### config.mk
export PLATFORM = sky130hd
export DESIGN_NAME = nova_ocl_csr
export DESIGN_NICKNAME = d
export VERILOG_FILES = /design/src/rtl/nova_csr_pkg.sv /design/src/rtl/nova_csr_reg.sv /design/src/rtl/nova_ocl_csr.sv
export SDC_FILE = /design/constraint.sdc
export NUM_CORES = 1
export LEC_CHECK = 0
export CORE_MARGIN = 4
export CORE_UTILIZATION = 51
export CTS_BUF_LIST = sky130_fd_sc_hd__clkbuf_8
export CTS_CLUSTER_DIAMETER = 50
export DETAILED_ROUTE_END_ITERATION = 7
export GPL_TIMING_DRIVEN = 0
export PLACE_DENSITY = 0.83
export SETUP_SLACK_MARGIN = 0.4
export SLEW_MARGIN = 20
export SYNTH_ARGS = -nofsm -noshare
export SYNTH_HDL_FRONTEND = slang
export SYNTH_SLANG_ARGS = --single-unit
### constraint.sdc
create_clock -name clk_main_a0 -period 2.55 [get_ports clk_main_a0]
set_clock_uncertainty 0.15 [all_clocks]
set_input_delay 0.3825 -clock clk_main_a0 [delete_from_list [all_inputs] [get_ports clk_main_a0]]
set_output_delay 0.3825 -clock clk_main_a0 [all_outputs]
set_load 0.01 [all_outputs]
### src/rtl/nova_csr_pkg.sv
// Shared definitions for the nova CSR block: register offsets (word index addr[7:2]),
// AXI-Lite response codes, CTRL bit positions and the address-map decode.
package nova_csr_pkg;

    localparam logic [5:0] OFF_ID       = 6'h00;
    localparam logic [5:0] OFF_SCRATCH  = 6'h01;
    localparam logic [5:0] OFF_CTRL     = 6'h02;
    localparam logic [5:0] OFF_IRQ_PEND = 6'h04;
    localparam logic [5:0] OFF_IRQ_MASK = 6'h05;
    localparam logic [5:0] OFF_CYC_LO   = 6'h06;
    localparam logic [5:0] OFF_CYC_HI   = 6'h07;

    localparam logic [1:0] RESP_OKAY   = 2'b00;
    localparam logic [1:0] RESP_SLVERR = 2'b10;

    localparam int CTRL_EN_BIT   = 0;
    localparam int CTRL_SRST_BIT = 1;

    typedef enum logic [1:0] {
        WR_IDLE,
        WR_EXEC,
        WR_RESP
    } wr_state_t;

    // Anything above the 256-byte window, or a hole in the map, is unmapped.
    function automatic logic csr_mapped(input logic [31:0] addr);
        logic hit;
        hit = 1'b0;
        if (addr[31:8] == 24'h0) begin
            case (addr[7:2])
                OFF_ID, OFF_SCRATCH, OFF_CTRL, OFF_IRQ_PEND,
                OFF_IRQ_MASK, OFF_CYC_LO, OFF_CYC_HI: hit = 1'b1;
                default: hit = 1'b0;
            endcase
        end
        return hit;
    endfunction

endpackage

### src/rtl/nova_csr_reg.sv
// Generic register with per-byte write strobes; holds the SCRATCH value.
module nova_csr_reg #(
    parameter int DATA_W = 32
) (
    input  logic                  clk_main_a0,
    input  logic                  rst_main_n,
    input  logic                  i_we,
    input  logic [DATA_W/8-1:0]   i_wstrb,
    input  logic [DATA_W-1:0]     i_wdata,
    output logic [DATA_W-1:0]     o_q
);

    logic [DATA_W-1:0] r_q;

    always_ff @(posedge clk_main_a0 or negedge rst_main_n) begin
        if (!rst_main_n) begin
            r_q <= '0;
        end else if (i_we) begin
            for (int b = 0; b < DATA_W/8; b++) begin
                if (i_wstrb[b]) r_q[b*8 +: 8] <= i_wdata[b*8 +: 8];
            end
        end
    end

    assign o_q = r_q;

endmodule

### src/rtl/nova_ocl_csr.sv
// AXI-Lite CSR slave: ID, SCRATCH, CTRL, IRQ pend/mask and an optional 64-bit cycle
// counter enabled by defining NOVA_OCL_CSR_CYCLE_CNT_EN.
module nova_ocl_csr
    import nova_csr_pkg::*;
#(
    parameter logic [31:0] ID_VAL = 32'hF001_1D0F
) (
    input  logic        clk_main_a0,
    input  logic        rst_main_n,
    input  logic [31:0] s_awaddr,
    input  logic        s_awvalid,
    output logic        s_awready,
    input  logic [31:0] s_wdata,
    input  logic [3:0]  s_wstrb,
    input  logic        s_wvalid,
    output logic        s_wready,
    output logic [1:0]  s_bresp,
    output logic        s_bvalid,
    input  logic        s_bready,
    input  logic [31:0] s_araddr,
    input  logic        s_arvalid,
    output logic        s_arready,
    output logic [31:0] s_rdata,
    output logic [1:0]  s_rresp,
    output logic        s_rvalid,
    input  logic        s_rready,
    input  logic        event_i,
    output logic        enable_o,
    output logic        soft_rst_o,
    output logic        irq_o
);

    wr_state_t   r_wstate;
    logic        r_aw_held, r_w_held, r_awready, r_wready, r_bvalid;
    logic [1:0]  r_bresp;
    logic [31:0] r_awaddr, r_wdata;
    logic [3:0]  r_wstrb;
    logic        r_arready, r_rvalid;
    logic [31:0] r_rdata;
    logic [1:0]  r_rresp;
    logic        r_enable, r_soft_rst, r_pend, r_mask, r_irq;

    logic        w_aw_hs, w_w_hs, w_ar_hs, w_wr_en, w_rd_ok;
    logic [5:0]  w_wr_off;
    logic [31:0] w_scratch, w_rd_data;

    assign w_aw_hs  = s_awvalid & r_awready;
    assign w_w_hs   = s_wvalid & r_wready;
    assign w_ar_hs  = s_arvalid & r_arready;
    assign w_wr_en  = (r_wstate == WR_EXEC) & csr_mapped(r_awaddr);
    assign w_wr_off = r_awaddr[7:2];

    // Write channel: AW and W park independently; the register update happens in EXEC.
    always_ff @(posedge clk_main_a0 or negedge rst_main_n) begin
        if (!rst_main_n) begin
            r_wstate  <= WR_IDLE;
            r_aw_held <= 1'b0;
            r_w_held  <= 1'b0;
            r_awready <= 1'b0;
            r_wready  <= 1'b0;
            r_bvalid  <= 1'b0;
            r_bresp   <= RESP_OKAY;
            r_awaddr  <= '0;
            r_wdata   <= '0;
            r_wstrb   <= '0;
        end else begin
            case (r_wstate)
                WR_IDLE: begin
                    if (w_aw_hs) begin
                        r_awaddr  <= s_awaddr;
                        r_aw_held <= 1'b1;
                    end
                    if (w_w_hs) begin
                        r_wdata  <= s_wdata;
                        r_wstrb  <= s_wstrb;
                        r_w_held <= 1'b1;
                    end
                    r_awready <= !(r_aw_held | w_aw_hs);
                    r_wready  <= !(r_w_held | w_w_hs);
                    if ((r_aw_held | w_aw_hs) && (r_w_held | w_w_hs)) r_wstate <= WR_EXEC;
                end
                WR_EXEC: begin
                    r_bvalid <= 1'b1;
                    r_bresp  <= csr_mapped(r_awaddr) ? RESP_OKAY : RESP_SLVERR;
                    r_wstate <= WR_RESP;
                end
                WR_RESP: begin
                    if (s_bready) begin
                        r_bvalid  <= 1'b0;
                        r_aw_held <= 1'b0;
                        r_w_held  <= 1'b0;
                        r_awready <= 1'b1;
                        r_wready  <= 1'b1;
                        r_wstate  <= WR_IDLE;
                    end
                end
                default: r_wstate <= WR_IDLE;
            endcase
        end
    end

    nova_csr_reg #(.DATA_W(32)) u_scratch (
        .clk_main_a0 (clk_main_a0),
        .rst_main_n  (rst_main_n),
        .i_we        (w_wr_en && (w_wr_off == OFF_SCRATCH)),
        .i_wstrb     (r_wstrb),
        .i_wdata     (r_wdata),
        .o_q         (w_scratch)
    );

    // Event set has priority over a same-cycle W1C so no interrupt is lost.
    always_ff @(posedge clk_main_a0 or negedge rst_main_n) begin
        if (!rst_main_n) begin
            r_enable   <= 1'b0;
            r_soft_rst <= 1'b0;
            r_pend     <= 1'b0;
            r_mask     <= 1'b0;
            r_irq      <= 1'b0;
        end else begin
            r_soft_rst <= 1'b0;
            if (w_wr_en && (w_wr_off == OFF_CTRL) && r_wstrb[0]) begin
                r_enable   <= r_wdata[CTRL_EN_BIT];
                r_soft_rst <= r_wdata[CTRL_SRST_BIT];
            end
            if (w_wr_en && (w_wr_off == OFF_IRQ_MASK) && r_wstrb[0]) r_mask <= r_wdata[0];
            if (event_i) r_pend <= 1'b1;
            else if (w_wr_en && (w_wr_off == OFF_IRQ_PEND) && r_wstrb[0] && r_wdata[0]) r_pend <= 1'b0;
            r_irq <= r_pend & r_mask;
        end
    end

`ifdef NOVA_OCL_CSR_CYCLE_CNT_EN
    logic [63:0] r_cyc;
    logic [31:0] r_cyc_snap;

    always_ff @(posedge clk_main_a0 or negedge rst_main_n) begin
        if (!rst_main_n) begin
            r_cyc      <= '0;
            r_cyc_snap <= '0;
        end else begin
            r_cyc <= r_cyc + 64'd1;
            if (w_ar_hs && w_rd_ok && (s_araddr[7:2] == OFF_CYC_LO)) r_cyc_snap <= r_cyc[63:32];
        end
    end
`endif

    always_comb begin
        w_rd_ok   = csr_mapped(s_araddr);
        w_rd_data = '0;
        case (s_araddr[7:2])
            OFF_ID:       w_rd_data = ID_VAL;
            OFF_SCRATCH:  w_rd_data = w_scratch;
            OFF_CTRL:     w_rd_data = {31'h0, r_enable};
            OFF_IRQ_PEND: w_rd_data = {31'h0, r_pend};
            OFF_IRQ_MASK: w_rd_data = {31'h0, r_mask};
`ifdef NOVA_OCL_CSR_CYCLE_CNT_EN
            OFF_CYC_LO:   w_rd_data = r_cyc[31:0];
            OFF_CYC_HI:   w_rd_data = r_cyc_snap;
`endif
            default:      w_rd_data = '0;
        endcase
        if (!w_rd_ok) w_rd_data = '0;
    end

    // Read data is captured at the AR handshake, so a same-cycle write is not visible.
    always_ff @(posedge clk_main_a0 or negedge rst_main_n) begin
        if (!rst_main_n) begin
            r_arready <= 1'b0;
            r_rvalid  <= 1'b0;
            r_rdata   <= '0;
            r_rresp   <= RESP_OKAY;
        end else if (w_ar_hs) begin
            r_arready <= 1'b0;
            r_rvalid  <= 1'b1;
            r_rdata   <= w_rd_data;
            r_rresp   <= w_rd_ok ? RESP_OKAY : RESP_SLVERR;
        end else if (r_rvalid && s_rready) begin
            r_rvalid  <= 1'b0;
            r_arready <= 1'b1;
        end else begin
            r_arready <= !r_rvalid;
        end
    end

    assign s_awready  = r_awready;
    assign s_wready   = r_wready;
    assign s_bvalid   = r_bvalid;
    assign s_bresp    = r_bresp;
    assign s_arready  = r_arready;
    assign s_rvalid   = r_rvalid;
    assign s_rdata    = r_rdata;
    assign s_rresp    = r_rresp;
    assign enable_o   = r_enable;
    assign soft_rst_o = r_soft_rst;
    assign irq_o      = r_irq;

endmodule

**Run 1: clock wires, drivers and flops**

Scale: 4 px per micron.
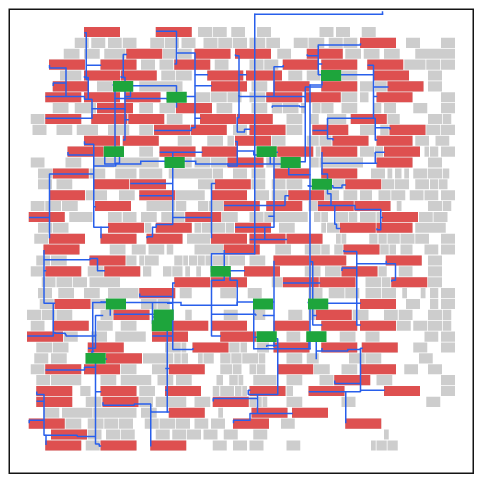
legend:
  red:
    item: flip-flops
    count: 146
  blue:
    item: clock wires
    length: 1,590 microns
  green:
    item: clock drivers
    count: 17
flops lie: widely spread
routed clock nets: 18

**Run 1: local utilization**

Scale: 2 px per micron. 12 x 12 tiles, from white (low) to dark blue (high), 0 to 100% covered.
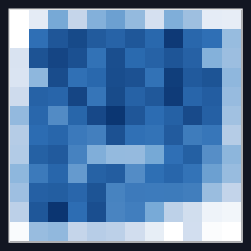
nearly empty tiles: 3.5%
tiles over 75% full: 42%
fullest tile: 98%
core area: 11,400 sq um
utilization after layout: 72.1%
Floorplan Utilization: 52.0%

==> metrics.cfg, run 1 <==
[critical_path]
worstSetupPathDepth = 6
crit_start = s_araddr[20]
path_class = primary input to register
critPathTopFamily = simple AND/OR/NAND/NOR gates
start_kind = primary input
r2r_end = u_scratch.o_q[10]
worst-path-buf-inv = 2
cp_slowest_cell = clkdlybuf4s50_1
crit_fanout = 10
max_stage_delay_ns = 0.41
reg2reg_slack_ns = 0.47

[detailed_routing]
wl_per_cell_microns = 18.7
wl_met2_microns = 6790
drt-initial-drc-count = 181
num_vias = 3873
firstDrtPassIters = 4
routed_via_density = 5.39
route.met3.wl_microns = 905
wl_microns = 13400

[yosys]
syn_area_per_cell_sq_um = 15.2
async_flop_share_pct = 100
yosysCellCount = 388
synth_cell_type_count = 41
synth-main-ff-cell = dfrtp_1
ys_chip_area_sq_um = 5910
synth-edff-count = 0
synth_top_area_share_pct = 61.8
syn-cell-area_sq_um = 5910
top_area_cell = dfrtp_1
top_cell = dfrtp_1

[outcome]
status = finished clean

[clock_network]
clk_pin_slew_ns = 0.08
cts-root-buf = clkbuf_8
cts_buffers = 17
htree_levels = 4
clock_latency_ns = 0.43
cts_sinks = 146
clk_path_buf_depth = 2

[timing]
fmax_mhz = 479
fin_crit_ns = 2.09
setup_viol = 0
maxSlewViolCount = 0
max_slew_margin_pct = 60.6
hold_viol_final = 0
fin_crit_sh_pct = 81.9

[floorplanning]
die_h_microns = 116
chip_area_sq_um = 13400

[pwr]
cellPowerDensity_nw_per_um2 = 866
p_int_w = 0.00517
pwr.group.combinational_w = 0.00153
pwr-share-seq_pct = 47.5
p_sw_w = 0.00193
switching_share_pct = 27.2
power_leakage_nw = 3.59
power_frac_clock_pct = 30.9

[hold_path]
hold_path.class = primary input to async pin

[job]
tool_warnings = 33
maxCapViolations = 0

[cells_and_area]
fin_cells = 718
diodes = 0

[placement]
portBuffers = 145
placed_cells = 678

[global_routing]
grt_max_degree = 103
grt_overflow = 0
gr-usage-met3_pct = 5.59
grt_use_met1_pct = 25.9
grt_first_pass_wirelength_microns = 21000
grt.met2_usage_pct = 35.1

**Run 1: M4 wires**

Scale: 3 px per micron.
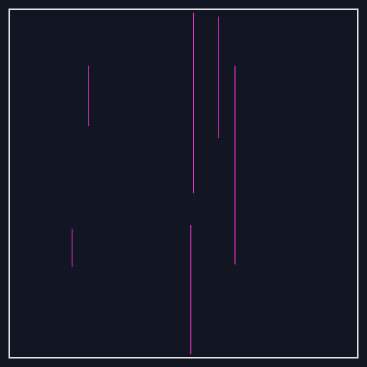
wire length on this layer: 241 microns
longest straight run: 66.0 microns
share of all routed wire: 1.8%

[run 1: cell type report]
class	instances	area [sq um]
Sequential cell	146	3650
Fill cell	764	3170
Multi-Input combinational cell	220	2170
Timing Repair Buffer	154	1580
Clock buffer	18	248
Clock inverter	14	248
Tap cell	143	179
Buffer	19	101
Inverter	4	15.0
[run 1: kinds of logic (layout without fill, tap and decap cells)]
group           count (synthesis)  in the layout  synth area share (%)
flops                         146            146                  61.8
mux                           100            100                  19.6
simple gates                   69             69                  9.59
compound gates                 49             49                  7.11
buf+inv                        23            209                  1.86
other cells                     1              2                0.0634
[run 1: placed cells by master (no fill, tap or decap), drive strengths merged, types with 5 or more instances in the layout]
cell	instances
inv	8
a21oi	5
a32o	20
nor2	7
clkbuf	28
mux2	100
buf	18
a22o	12
clkdlybuf4s50	144
nor3	9
bufinv	6
nand2	6
nand2b	14
dfrtp	146
nor4	14
[run 1: timing repair]
action,CTS,global route
buffers inserted,6,1
setup endpoints to repair,91,40
gates cloned,0,0
pin swaps,4,2
hold buffers,1,0
endpoints found under the hold margin,44,0
gates resized,3,8
[run 1: registers in the layout (all words and copies together) (netlist names), 2 cells and up]
register and count:
u_scratch.o_q 32, r_wdata 32, r_wstrb 4, s_rdata 32, r_awaddr 30, r_wstate 2
[run 1: per-stage QoR]
step | area (sq um) | setup slack [ns] | setup TNS (ns)
final | 8200 | 0.461 | 0
after global routing | 8200 | 0.384 | 0
after CTS | 8190 | 0.430 | 0
after detailed placement | 7580 | -0.293 | -10.64
after global placement | 7540 | -4.55 | -669.23
after floorplan | 5910 | 0.522 | 0
[run 1: worst reg2reg max path, delay by kind of cell, from the launching register on]
family                 cells  cell delay (ns)
and+or+nand+nor            3             0.91
DFF                        1             0.41
buffers and inverters      1             0.17
muxes                      1             0.34
--- run 2 (diff from run 1) ---
--- a/config.mk
+++ b/config.mk
@@ -6,12 +6,12 @@
 export NUM_CORES = 1
 export LEC_CHECK = 0
 export CORE_MARGIN = 4
-export CORE_UTILIZATION = 51
+export CORE_UTILIZATION = 46
 export CTS_BUF_LIST = sky130_fd_sc_hd__clkbuf_8
 export CTS_CLUSTER_DIAMETER = 50
 export DETAILED_ROUTE_END_ITERATION = 7
 export GPL_TIMING_DRIVEN = 0
-export PLACE_DENSITY = 0.83
+export PLACE_DENSITY = 0.79
 export SETUP_SLACK_MARGIN = 0.4
 export SLEW_MARGIN = 20
 export SYNTH_ARGS = -nofsm -noshare
==> constraint.sdc (replaced) <==
create_clock -name clk_main_a0 -period 1.8 [get_ports clk_main_a0]
set_clock_uncertainty 0.15 [all_clocks]
set_input_delay 0.27 -clock clk_main_a0 [delete_from_list [all_inputs] [get_ports clk_main_a0]]
set_output_delay 0.27 -clock clk_main_a0 [all_outputs]
set_load 0.01 [all_outputs]
==> metrics.cfg, run 2 <==
[critical_path]
crit_arrival_ns = 2.24
start_kind = register
critPathTopFamily = simple AND/OR/NAND/NOR gates
crit_path_cell_trace = nor4_4 -> nand4_4 -> buf_12 -> nor3_4 -> buf_12 -> mux2_4
path_class = register to register
worst-path-buf-inv = 2
crit_path_frequent_cell = buf_12
end_kind = register
max_stage_delay_ns = 0.41
crit_fanout = 8
cp_slowest_cell = dfrtp_1

[yosys]
synth_top_area_share_pct = 61.8
postSynthCellCount = 388
synth_cell_type_count = 41
top_cell = dfrtp_1
async_flop_share_pct = 100
yosysCellCount = 388
ys_warn_count = 0
top_area_cell = dfrtp_1
ys.flops = 146
synth-main-ff-cell = dfrtp_1
synth.area.top_cells = dfrtp_1 62%, mux2_2 17%, a32o_1 3.4%, nor4_4 2.2%, mux2_4 2.0%
ys_chip_area_sq_um = 5910
syn_area_per_cell_sq_um = 15.2
syn-cell-area_sq_um = 5910
top_cells_by_count = 146 x dfrtp_1, 89 x mux2_2, 20 x a32o_1
synth-edff-count = 0

[detailed_routing]
drt-initial-drc-count = 227
routed_via_density = 5.16
num_vias = 4204
wl_microns = 15800
drcViolationCount = 0
ant_nets = 0
firstDrtPassIters = 4

[timing]
fin_crit_sh_pct = 115
fin_ws_ns = -0.270
maxSlewViolCount = 0
rsz0062_at_grt = yes
hold_ws_ns = 0.176
fmax_mhz = 483
setup-tns-final_ns = -10.05
setup_viol = 64
fin_crit_ns = 2.07
hold_viol_final = 0

[cells_and_area]
final_layout_top_logic_cells = 146 x dfrtp_1, 100 x mux2_4, 81 x clkdlybuf4s50_1
fin_cells = 814
nets = 738
diodes = 0
final_layout_size_suffix_gt1_share_pct = 46.7
nFillCells = 813
final_cell_area_sq_um = 9470
final_common_cell = dfrtp_1

[floorplanning]
row_count = 41
core-area_sq_um = 12600
chip_area_sq_um = 14700
die_h_microns = 121
io-pin-count = 152
floorplan.core_util_pct = 46.8
dieWidth_microns = 121

[placement]
routabilityCongestion = 0.784
hpwl_microns = 9940
placed_cells = 707
portBuffers = 145
place_ws_ns = -0.584
dpl_cell_area_sq_um = 8040

[clock_network]
clock_latency_ns = 0.44
cts-root-buf = clkbuf_8
clk_path_buf_depth = 2
htree_levels = 4
clk_pin_slew_ns = 0.08
cts_buffers = 17
cts_sinks = 146
cts_tree = done

[pwr]
vdd_drop_max_v = 0.000725
power_leakage_nw = 4.56
cellPowerDensity_nw_per_um2 = 1190
total_power_w = 0.0112

[global_routing]
grt_overflow = 0
grt_first_pass_wirelength_microns = 24600
grt_max_degree = 76
grt_pass1_vias = 4648
grt_usage_pct = 21.9

[job]
tool_warnings = 33
maxCapViolations = 0

[outcome]
status = finished, violations left
violations = setup timing

[hold_path]
hold_path.class = primary input to async pin

-- run 2: layer usage --
layer	vias up	GRT usage, %	wire, microns
li1	1920	-	-
met1	2146	26.2	6410
met2	126	37.9	8200
met3	12	7.41	1020
met4	0	5.67	129
met5	-	0	0
-- run 2: cell type report --
| type | count | area [sq um] | share of cell area (%) |
|---|---|---|---|
| Buffer | 19 | 253 | 2.67 |
| Clock buffer | 17 | 234 | 2.47 |
| Clock inverter | 14 | 168 | 1.77 |
| Inverter | 4 | 15.0 | 0.159 |
| Multi-Input combinational cell | 220 | 2650 | 28.0 |
| Sequential cell | 146 | 3650 | 38.6 |
| Tap cell | 172 | 215 | 2.27 |
| Timing Repair Buffer | 222 | 2280 | 24.1 |
-- run 2: power breakdown --
group,internal [W],switching [W],total [W]
sequential,0.00414,0.000735,0.00487
clock,0.00136,0.00124,0.00260
combinational,0.00257,0.00120,0.00378
-- run 2: worst paths after layout --
kind,startpoint,to,slack [ns],depth (start not counted)
min in group clk_main_a0,s_araddr[6],s_rdata[0],0.25,4
setup / recovery,r_awaddr[19],u_scratch.o_q[29],-0.27,6
hold / removal,rst_main_n,r_wdata[20],0.18,2
setup reg to reg,r_awaddr[19],u_scratch.o_q[29],-0.27,6
hold reg to reg,r_aw_held,r_aw_held,0.34,1
max in group asynchronous,rst_main_n,s_rdata[24],0.64,3
-- run 2: what timing repair did --
action / 4_1_cts / 5_1_grt
buffers inserted: 44 / 22
hold buffers: 1 / 0
gates resized: 252 / 41
endpoints found under the setup margin: 181 / 188
pin swaps: 26 / 24
cloned: 9 / 0
endpoints found under the hold margin: 74 / 0
-- run 2: cell families after synthesis --
logic type,synth area share (%)
flops,61.8
mux,19.6
simple gates,9.59
compound gates,7.11
buf+inv,1.86
other cells,0.0634
**Run 2: routing congestion map**

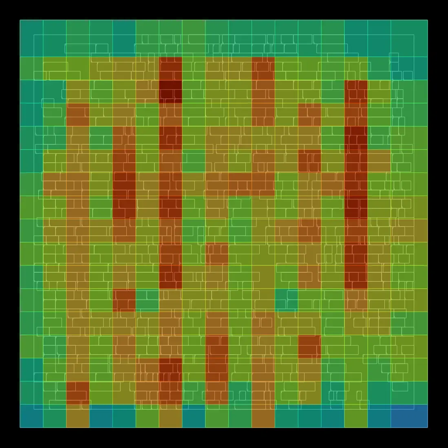
met2 usage: 37.9%
grt met3 use: 7.41%
utilization after layout: 75.1%
WL per Instance: 19.4 microns

**Run 2: local utilization**

Scale: 2 px per micron. 12 x 12 tiles, from white (low) to dark blue (high), 0 to 100% covered.
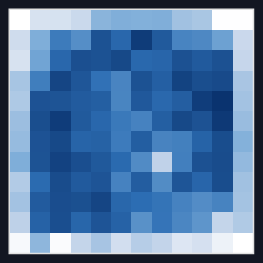
nearly empty tiles: 2.8%
fullest tile: 99%
mean over tiles: 63%

Power is estimated from default activity; no workload was simulated.
